==> config.mk <==
export PLATFORM = sky130hd
export DESIGN_NAME = fft_twiddle_addr_gen
export DESIGN_NICKNAME = d
export VERILOG_FILES = /design/src/rtl/fft_pkg.sv /design/src/rtl/fft_bfly_index.sv /design/src/rtl/fft_twiddle_addr_gen.sv
export SDC_FILE = /design/constraint.sdc
export NUM_CORES = 1
export LEC_CHECK = 0
export CAP_MARGIN = 20
export CORE_ASPECT_RATIO = 1.5
export CORE_MARGIN = 2
export CORE_UTILIZATION = 29
export CTS_CLUSTER_SIZE = 24
export DETAILED_ROUTE_END_ITERATION = 7
export GPL_TIMING_DRIVEN = 0
export PLACE_DENSITY = 0.57
export SYNTH_ARGS = -nofsm -noshare
export SYNTH_HDL_FRONTEND = slang
export SYNTH_SLANG_ARGS = --single-unit
==> constraint.sdc <==
create_clock -name clk -period 4.67 [get_ports clk]
set_input_delay 0.934 -clock clk [delete_from_list [all_inputs] [get_ports clk]]
set_output_delay 0.934 -clock clk [all_outputs]
set_load 0.02 [all_outputs]
==> src/rtl/fft_pkg.sv <==
// Shared constants and types for the 64-point radix-2 FFT twiddle/address sequencer.
package fft_pkg;

   localparam int LOG2N     = 6;
   localparam int N         = 1 << LOG2N;
   localparam int N_HALF    = N / 2;
   localparam int N_QUARTER = N / 4;

   typedef logic [LOG2N-1:0]         idx_t;
   typedef logic [$clog2(LOG2N)-1:0] stage_t;

   typedef enum logic [1:0] {
      IDLE,
      RUN,
      DONE
   } gen_state_t;

endpackage

==> src/rtl/fft_bfly_index.sv <==
// Combinational map from (stage, butterfly j) to DIT operand addresses and twiddle exponent k.
module fft_bfly_index #(
   parameter int LOG2N = fft_pkg::LOG2N,
   parameter int ST_W  = $clog2(LOG2N)
) (
   input  logic [ST_W-1:0]  s,
   input  logic [LOG2N-2:0] j,
   output logic [LOG2N-1:0] addr_top,
   output logic [LOG2N-1:0] addr_bot,
   output logic [LOG2N-1:0] k
);

   localparam logic [LOG2N-1:0] ONE  = LOG2N'(1);
   localparam logic [ST_W-1:0]  SMAX = ST_W'(LOG2N - 1);

   logic [LOG2N-1:0] jx, half, pos, grp;

   always_comb begin
      jx       = {1'b0, j};
      half     = ONE << s;
      pos      = jx & (half - ONE);
      grp      = jx >> s;
      // group base is grp * 2 * half; pos never overlaps it, so OR is an add
      addr_top = ((grp << s) << 1) | pos;
      addr_bot = addr_top + half;
      k        = pos << (SMAX - s);
   end

endmodule

==> src/rtl/fft_twiddle_addr_gen.sv <==
// Butterfly descriptor source (addresses + sin/cos ROM selects) for an in-place radix-2 DIT FFT.
// Optional conjugate-twiddle (inverse transform) support under macro FFT_TWIDDLE_IFFT_EN.
module fft_twiddle_addr_gen #(
   parameter int LOG2N = fft_pkg::LOG2N,
   parameter int IDX_W = LOG2N
) (
   input  logic                     clk,
   input  logic                     rst,
   input  logic                     start,
`ifdef FFT_TWIDDLE_IFFT_EN
   input  logic                     inverse,
`endif
   output logic                     busy,
   output logic                     out_valid,
   input  logic                     out_ready,
   output logic [IDX_W-1:0]         addr_top,
   output logic [IDX_W-1:0]         addr_bot,
   output logic [IDX_W-1:0]         sin_idx,
   output logic [IDX_W-1:0]         cos_idx,
   output logic [$clog2(LOG2N)-1:0] stage,
   output logic                     stage_last,
   output logic                     seq_last,
   output logic                     done
);

   import fft_pkg::*;

   // state | meaning
   // IDLE  | waiting for start, outputs cleared
   // RUN   | presenting descriptors, advancing on each transfer
   // DONE  | one-cycle done pulse, then back to IDLE

   localparam int ST_W = $clog2(LOG2N);
   localparam int J_W  = LOG2N - 1;
   localparam logic [J_W-1:0]   J_MAX  = {J_W{1'b1}};
   localparam logic [ST_W-1:0]  S_MAX  = ST_W'(LOG2N - 1);
   localparam logic [IDX_W-1:0] QUART  = IDX_W'(1 << (LOG2N - 2));

   gen_state_t       state;
   logic [J_W-1:0]   j, nxt_j;
   logic [ST_W-1:0]  nxt_s;
   logic [IDX_W-1:0] b_top, b_bot, b_k, nxt_sin;
   logic             nxt_stl, inv_use;

`ifdef FFT_TWIDDLE_IFFT_EN
   logic inv_q;
   assign inv_use = (state == IDLE) ? inverse : inv_q;
`else
   assign inv_use = 1'b0;
`endif

   always_comb begin
      nxt_s = stage;
      nxt_j = j + J_W'(1);
      if (state == IDLE) begin
         nxt_s = '0;
         nxt_j = '0;
      end else if (j == J_MAX) begin
         nxt_s = stage + ST_W'(1);
         nxt_j = '0;
      end
   end

   fft_bfly_index #(.LOG2N(LOG2N), .ST_W(ST_W)) u_idx (
      .s        (nxt_s),
      .j        (nxt_j),
      .addr_top (b_top),
      .addr_bot (b_bot),
      .k        (b_k)
   );

   // negating mod N gives (N - k) mod N, the conjugate twiddle
   assign nxt_sin = inv_use ? (IDX_W'(0) - b_k) : b_k;
   assign nxt_stl = (nxt_j == J_MAX);

   always_ff @(posedge clk) begin
      if (rst) begin
         state      <= IDLE;
         j          <= '0;
         stage      <= '0;
         busy       <= 1'b0;
         out_valid  <= 1'b0;
         done       <= 1'b0;
         addr_top   <= '0;
         addr_bot   <= '0;
         sin_idx    <= '0;
         cos_idx    <= '0;
         stage_last <= 1'b0;
         seq_last   <= 1'b0;
`ifdef FFT_TWIDDLE_IFFT_EN
         inv_q      <= 1'b0;
`endif
      end else begin
         done <= 1'b0;
         case (state)
            IDLE: if (start) begin
               state      <= RUN;
               busy       <= 1'b1;
               out_valid  <= 1'b1;
               j          <= nxt_j;
               stage      <= nxt_s;
               addr_top   <= b_top;
               addr_bot   <= b_bot;
               sin_idx    <= nxt_sin;
               cos_idx    <= b_k + QUART;
               stage_last <= nxt_stl;
               seq_last   <= nxt_stl && (nxt_s == S_MAX);
`ifdef FFT_TWIDDLE_IFFT_EN
               inv_q      <= inverse;
`endif
            end
            RUN: if (out_valid && out_ready) begin
               if (seq_last) begin
                  state      <= DONE;
                  busy       <= 1'b0;
                  out_valid  <= 1'b0;
                  done       <= 1'b1;
                  j          <= '0;
                  stage      <= '0;
                  addr_top   <= '0;
                  addr_bot   <= '0;
                  sin_idx    <= '0;
                  cos_idx    <= '0;
                  stage_last <= 1'b0;
                  seq_last   <= 1'b0;
               end else begin
                  j          <= nxt_j;
                  stage      <= nxt_s;
                  addr_top   <= b_top;
                  addr_bot   <= b_bot;
                  sin_idx    <= nxt_sin;
                  cos_idx    <= b_k + QUART;
                  stage_last <= nxt_stl;
                  seq_last   <= nxt_stl && (nxt_s == S_MAX);
               end
            end
            DONE:    state <= IDLE;
            default: state <= IDLE;
         endcase
      end
   end

   a_stage_range: assert property (@(posedge clk) disable iff (rst) stage < ST_W'(LOG2N));

endmodule

==> metrics.cfg, run 1 <==
[critical_path]
cpMaxStageDelayCell=dfxtp_1
cp.depth=19
startpoint_type=register
rr_startpoint=j[0]$_SDFFE_PP0P_
worstPathArrival_ns=4.50
crit_chain=ha_1, and3_1, ha_1, buf_6, mux2i_4, nor2_4, inv_1, ha_1, inv_1, nor4_1, or2b_1, o211ai_1, ha_1, a21oi_1, o21bai_1, a21oi_1, xnor2_1, nand3_1, o211ai_1
worstSetupEndpoint=addr_bot[5]$_SDFFE_PP0P_
max_stage_delay_ns=0.48
cp_max_fo=10
path_buffers=3
criticalPathCategory=register to register
cp_top_family=simple AND/OR/NAND/NOR gates

[power]
ir_worst_vdd_mv=0.208
switching_share_pct=23.3
p_sw_uw=175
p_seq_share_pct=40.1
leakage_uw=0.00105
clk-power_uw=370
p_seq_uw=300

[logic_synthesis]
synth_cell_type_count=72
top_cell=dfxtp_1
ys_seq_share_pct=29.4
avgSynthCellArea_um2=8.61
syn_inst=269
logic_family=simple AND/OR/NAND/NOR gates
topCellsByArea=dfxtp_1, ha_1, nor2_1
adder_share_pct=6.80
yosysTopAreaCell=dfxtp_1
simple_gate_share_pct=26.0
common_cells=dfxtp_1, nor2_1, nand2_1, a21oi_1, ha_1
async_reset_ff_share_pct=0
ys_sh_aoi_pct=25.1
xor_share_pct=3.67
ys_seq_elements=34

[sta]
min_period_ns=4.30
fin_hold_ws_ns=0.460
hold_viol_final=0
slew_viol_final=0
fin_ws_ns=0.371

[worst_hold_path]
hp-class=register to register

[routing]
initialDrtViolationCount=135
drc=0

[run]
cap_viol_max_count=0

[floorplanning]
coreArea_um2=7710
die_height_um=113
die_width_um=77.0

[clock_tree]
cts_buffer_depth=2
cts_setup_buffers=0
clk_latency_ns=0.28
cts-hold-fix-buffers=0
path_clk_slew_ns=0.05
htreeDepth=2

[placement]
dp_cells=406
place_ws_ns=0.219
dpl_cell_area_um2=2800
hpwlAfterDp_mm=5.22

[grt]
grt_pass1_vias=2120
antenna_found_initial=0
grt_overflow=0
grt_max_degree=11

[run_status]
status=completed

[cells_and_area]
drive_gt1_share_pct=13.8
fin_cells=414
seqCellArea_um2=681

-- run 1: worst min-delay path by stage --
stage,startpoint,cells past startpoint,endpoint
finish,sin_idx[4]$_SDFFE_PP0P_,2,sin_idx[4]$_SDFFE_PP0P_
global route,addr_bot[0]$_SDFFE_PP0P_,2,addr_bot[0]$_SDFFE_PP0P_
CTS,addr_bot[0]$_SDFFE_PP0P_,2,addr_bot[0]$_SDFFE_PP0P_
detailed placement,addr_bot[0]$_SDFFE_PP0P_,2,addr_bot[0]$_SDFFE_PP0P_
global placement,addr_bot[0]$_SDFFE_PP0P_,2,addr_bot[0]$_SDFFE_PP0P_
floorplan,j[4]$_SDFFE_PP0P_,2,j[4]$_SDFFE_PP0P_
-- run 1: logic make-up after synthesis --
kind of cell	Yosys count
simple gates	108
compound gates	73
flops	34
buf+inv	30
fa+ha+maj	12
xor+xnor	8
mux	3
other cells	1
-- run 1: routing by layer --
| layer | GRT usage (%) | part of all wire [%] | vias to the layer above |
|---|---|---|---|
| li1 | - | - | 1079 |
| met1 | 19.3 | 44 | 1053 |
| met2 | 29.1 | 51 | 36 |
| met3 | 2.53 | 2.3 | 13 |
| met4 | 7.14 | 2.8 | 0 |
| met5 | 0 | 0 | - |
-- run 1: cell type report --
class,count,area share (%)
Multi-Input combinational cell,205,49.6
Sequential cell,34,22.9
Timing Repair Buffer,35,11.8
Buffer,22,4.89
Clock buffer,7,4.47
Tap cell,102,4.30
Clock inverter,1,1.01
Inverter,8,1.01
-- run 1: flip-flops by register name (all words and copies together) (netlist names), 2 cells and up --
| name | cells |
|---|---|
| cos_idx | 2 |
| state | 2 |
| sin_idx | 6 |
| j | 5 |
| stage | 3 |
| addr_top | 6 |
| addr_bot | 6 |
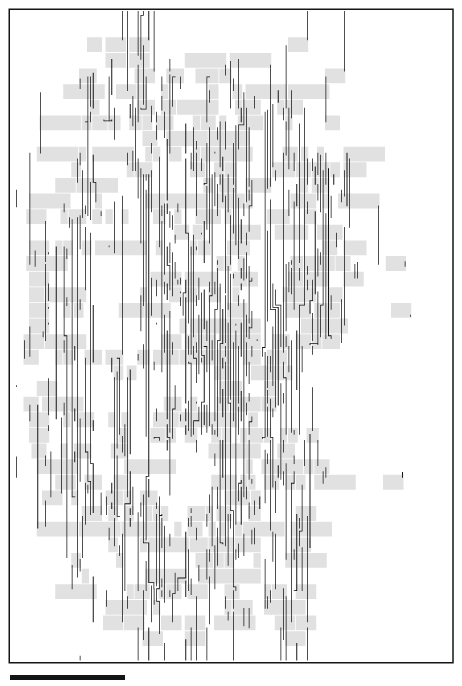
run_1/m2.png
The bar under the picture is 20 um long. Cells faint in the background.
nets with wire on the layer: 278
wire length on this layer: 3540 um
GR Util met2: 29.1%
vias after detailed routing: 2181
routed wire length: 6.94 mm

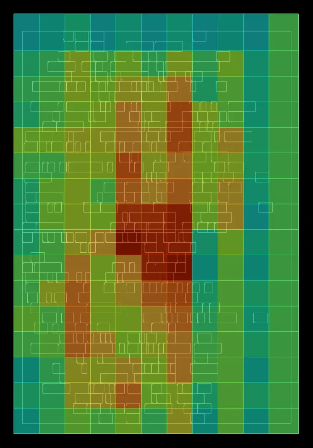
run_1/congestion_map.png
wire per inst: 16.8 um
Finished Core Util: 38.5%
GRT Total Usage: 16.3%

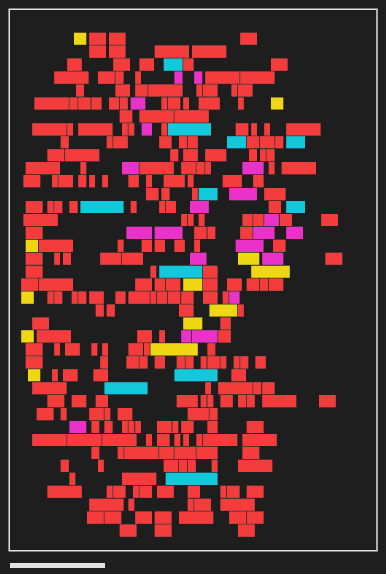
run_1/sizing.png
The bar under the picture is 20 um long.
| size | colour | cells | share |
|---|---|---|---|
| x2 | magenta | 20 | 6.4% |
| x3 and x4 | yellow | 12 | 3.8% |
| x1 and smaller | red | 269 | 86% |
| x6 and larger | cyan | 11 | 3.5% |
Final Instance Area: 2970 um^2
Area Growth Syn to Fin: 28.2%

run_1/closeup.png
The bar under the picture is 10 um long. Region (18, 14) to (58, 54) um. Cells in grey, sequential cells in the stronger grey; small squares are vias.
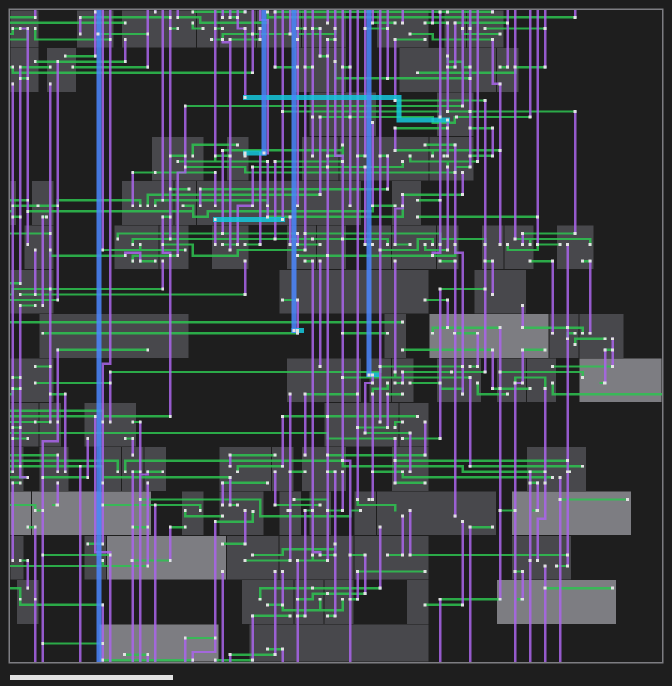

==> run 1 -> run 2 <==
--- a/config.mk
+++ b/config.mk
@@ -7,7 +7,7 @@
 export LEC_CHECK = 0
 export CAP_MARGIN = 20
 export CORE_ASPECT_RATIO = 1.5
-export CORE_MARGIN = 2
+export CORE_MARGIN = 4
 export CORE_UTILIZATION = 29
 export CTS_CLUSTER_SIZE = 24
 export DETAILED_ROUTE_END_ITERATION = 7
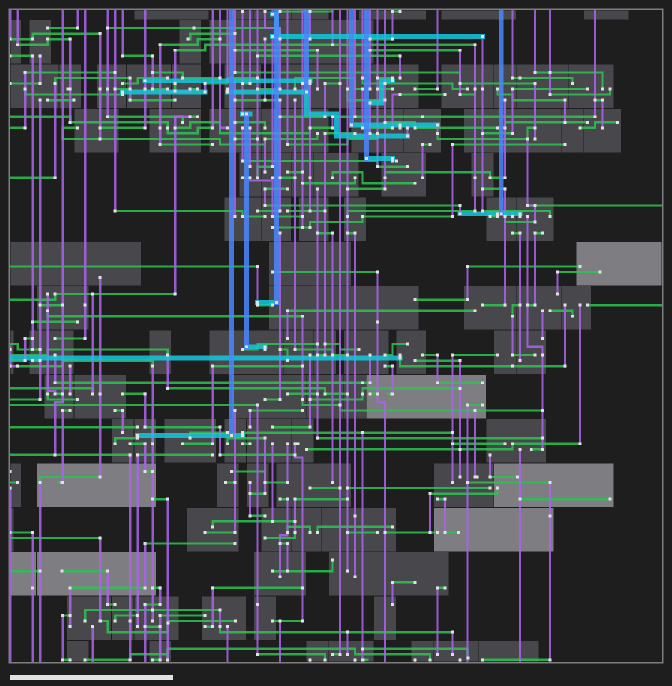
run_2/closeup.png
The bar under the picture is 10 um long. Region (20, 15) to (60, 55) um. Cells in grey, sequential cells in the stronger grey; small squares are vias.
| layer | colour |
|---|---|
| M3 | cyan |
| M4 | blue |
| M1 | green |
| M2 | purple |
most frequent: nor2_1 (8), dfxtp_1 (6), nand3_1 (5)
sequential cells in the window: 6
cells with their middle in the window: 86
netlist names of flops here include: addr_top (3), addr_bot (2)

==> run 2 against run 1 <==
- routed wire length fell by 3.5%
- via count rose by 0.14%
- clock power fell by 14%
- worst setup slack improved by 0.075 ns
- critical path depth did not move
- clock-buffer cell count fell by 1
- worst hold slack improved by 0.0022 ns
- first-iteration DRC count rose by 0.74%
- critical path type unchanged
- largest power group unchanged
- highest routed layer unchanged
==> metrics.cfg, run 2 <==
[routing]
top_layer=met4
met1Wirelength_mm=2.85
wl_met3_um=266
wl_per_cell_um=16.3
initialDrtViolationCount=136
drt_wl_total_mm=6.70
drc=0
num_vias=2184
wl_met2_mm=3.28

[run_status]
status=completed

[power]
ir_worst_vdd_mv=0.182
leakage_uw=0.00104
p_seq_share_pct=43.0
switching_share_pct=24.3
p_sw_uw=169
clockPowerShare_pct=45.9

[clock_tree]
cts-hold-fix-buffers=0
path_clk_slew_ns=0.05
cts_inserted_buffers=5
cts_buffer_depth=2
htreeDepth=2
cts_tree=yes
clk_latency_ns=0.28
cts_sinks=34

[sta]
fin_hold_ws_ns=0.462
fin_ws_ns=0.446
hold_viol_final=0
tightest_slew_ns=0.647
min_period_ns=4.22
rsz0062_at_grt=no
slew_viol_final=0

[critical_path]
worstPathArrival_ns=4.43
criticalPathCategory=register to register
startpoint_type=register
crit_chain=ha_1, and3_1, ha_1, buf_6, mux2i_2, nor2_4, clkinvlp_4, ha_1, inv_1, nor4_1, or2b_1, o211ai_1, ha_1, a21oi_1, o21bai_1, a21oi_1, xnor2_1, nand3_1, o211ai_1
rr_startpoint=j[0]$_SDFFE_PP0P_
worstSetupEndpointType=register
cpMaxStageDelayCell=dfxtp_1
max_stage_delay_ns=0.45
cp_max_fo=10

[cells_and_area]
clkbuf_count=6
synthToLayoutAreaGrowth_pct=26.9
largest_cell_class=multi-input combinational cells
final_util_pct=38.2
clk_share_pct=4.72
fin_area_um2=2940
diodes=0
logic_gate_count=205
fin_cells=412
top_regs=addr_bot x6, addr_top x6, sin_idx x6
drive_gt1_share_pct=14.2
sh_comb_area_pct=49.8
seqCellArea_um2=681
buffers=57
flop-count=34
layout.nonclk_buf_share_pct=16.8
nonClockInverterCount=8
seq-cell-share_pct=23.1

[logic_synthesis]
yosysWarnings=0
common_cells=dfxtp_1, nor2_1, nand2_1, a21oi_1, ha_1
topCellsByArea=dfxtp_1, ha_1, nor2_1
edf_count=0
ys_seq_share_pct=29.4
async_reset_ff_share_pct=0
avgSynthCellArea_um2=8.61
top_cell=dfxtp_1
ys_seq_elements=34
yosysTopAreaCell=dfxtp_1
syn_inst=269
synth_cell_type_count=72
yosysTopAreaCellShare_pct=29.4

[placement]
dp_cells=406
place_ws_ns=0.252
dpl_cell_area_um2=2800
hpwlAfterDp_mm=5.09
gp_congestion=0.934

[grt]
grt_overflow=0
track_usage_pct=14.8
busiest_layer=met2
grt_max_degree=11
met2_usage_pct=23.5
grt_util_met3_pct=2.76
antenna_found_initial=0
use_met1_pct=18.2
grt_pass1_vias=2162

[floorplanning]
fp-row-count=39
fp.dieArea_um2=9510
die_height_um=117
die_width_um=81.0
nWellTaps=102
ioPinCount=36
coreArea_um2=7710

[worst_hold_path]
hold_depth=2
hold_end=addr_bot[0]$_SDFFE_PP0P_
hold_start=addr_bot[0]$_SDFFE_PP0P_
hp-class=register to register

[run]
cap_viol_max_count=0
tool_warnings=30

-- run 2: netlist changes by cell type in the layout (fill, tap and decap cells not counted) --
cell and change:
bufinv_16 -1, clkinvlp_4 +1, clkbuf_8 +1, inv_1 -1, clkbuf_1 -2, mux2i_4 -1
mux2i_2 +1
-- run 2: kinds of logic after synthesis --
| family | synth area share, % |
|---|---|
| muxes | 1.35 |
| other | 0.162 |
| adders and majority gates | 6.80 |
| AOI/OAI and AO/OA | 25.1 |
| DFF | 29.4 |
| xor gates and xnor gates | 3.67 |
| buffers and inverters | 7.56 |
| and+or+nand+nor | 26.0 |
-- run 2: worst max-delay path by stage --
stage,cells after the start,endpoint,slack (ns)
2_1_floorplan,19,addr_bot[5]$_SDFFE_PP0P_,0.96
3_3_place_gp,19,addr_bot[5]$_SDFFE_PP0P_,0.24
3_5_place_dp,19,addr_bot[5]$_SDFFE_PP0P_,0.25
4_1_cts,19,addr_bot[5]$_SDFFE_PP0P_,0.24
5_1_grt,19,addr_bot[5]$_SDFFE_PP0P_,0.07
6_report,19,addr_bot[5]$_SDFFE_PP0P_,0.45
-- run 2: critical path, delay by kind of cell, from the launching register on --
kind	cells	cell delay, ns
xor gates and xnor gates	1	0.16
muxes	1	0.41
and+or+nand+nor	5	1.01
adders and majority gates	4	0.90
buffers and inverters	3	0.43
AOI/OAI and AO/OA	5	0.76
DFF	1	0.45
-- run 2: power by group through the flow --
stage          sequential (uW)  clock [uW]  combinational, uW
2_1_floorplan              310           0               42.5
3_3_place_gp               306           0               77.6
3_5_place_dp               306           0               77.1
4_1_cts                    300         326               77.6
5_1_grt                    301         339               83.8
6_report                   300         320               77.4
-- run 2: timing repair --
item,CTS,global route
resized,0,2
setup endpoints to repair,0,1
buffers inserted,0,0
Power and IR drop assume default switching activity.
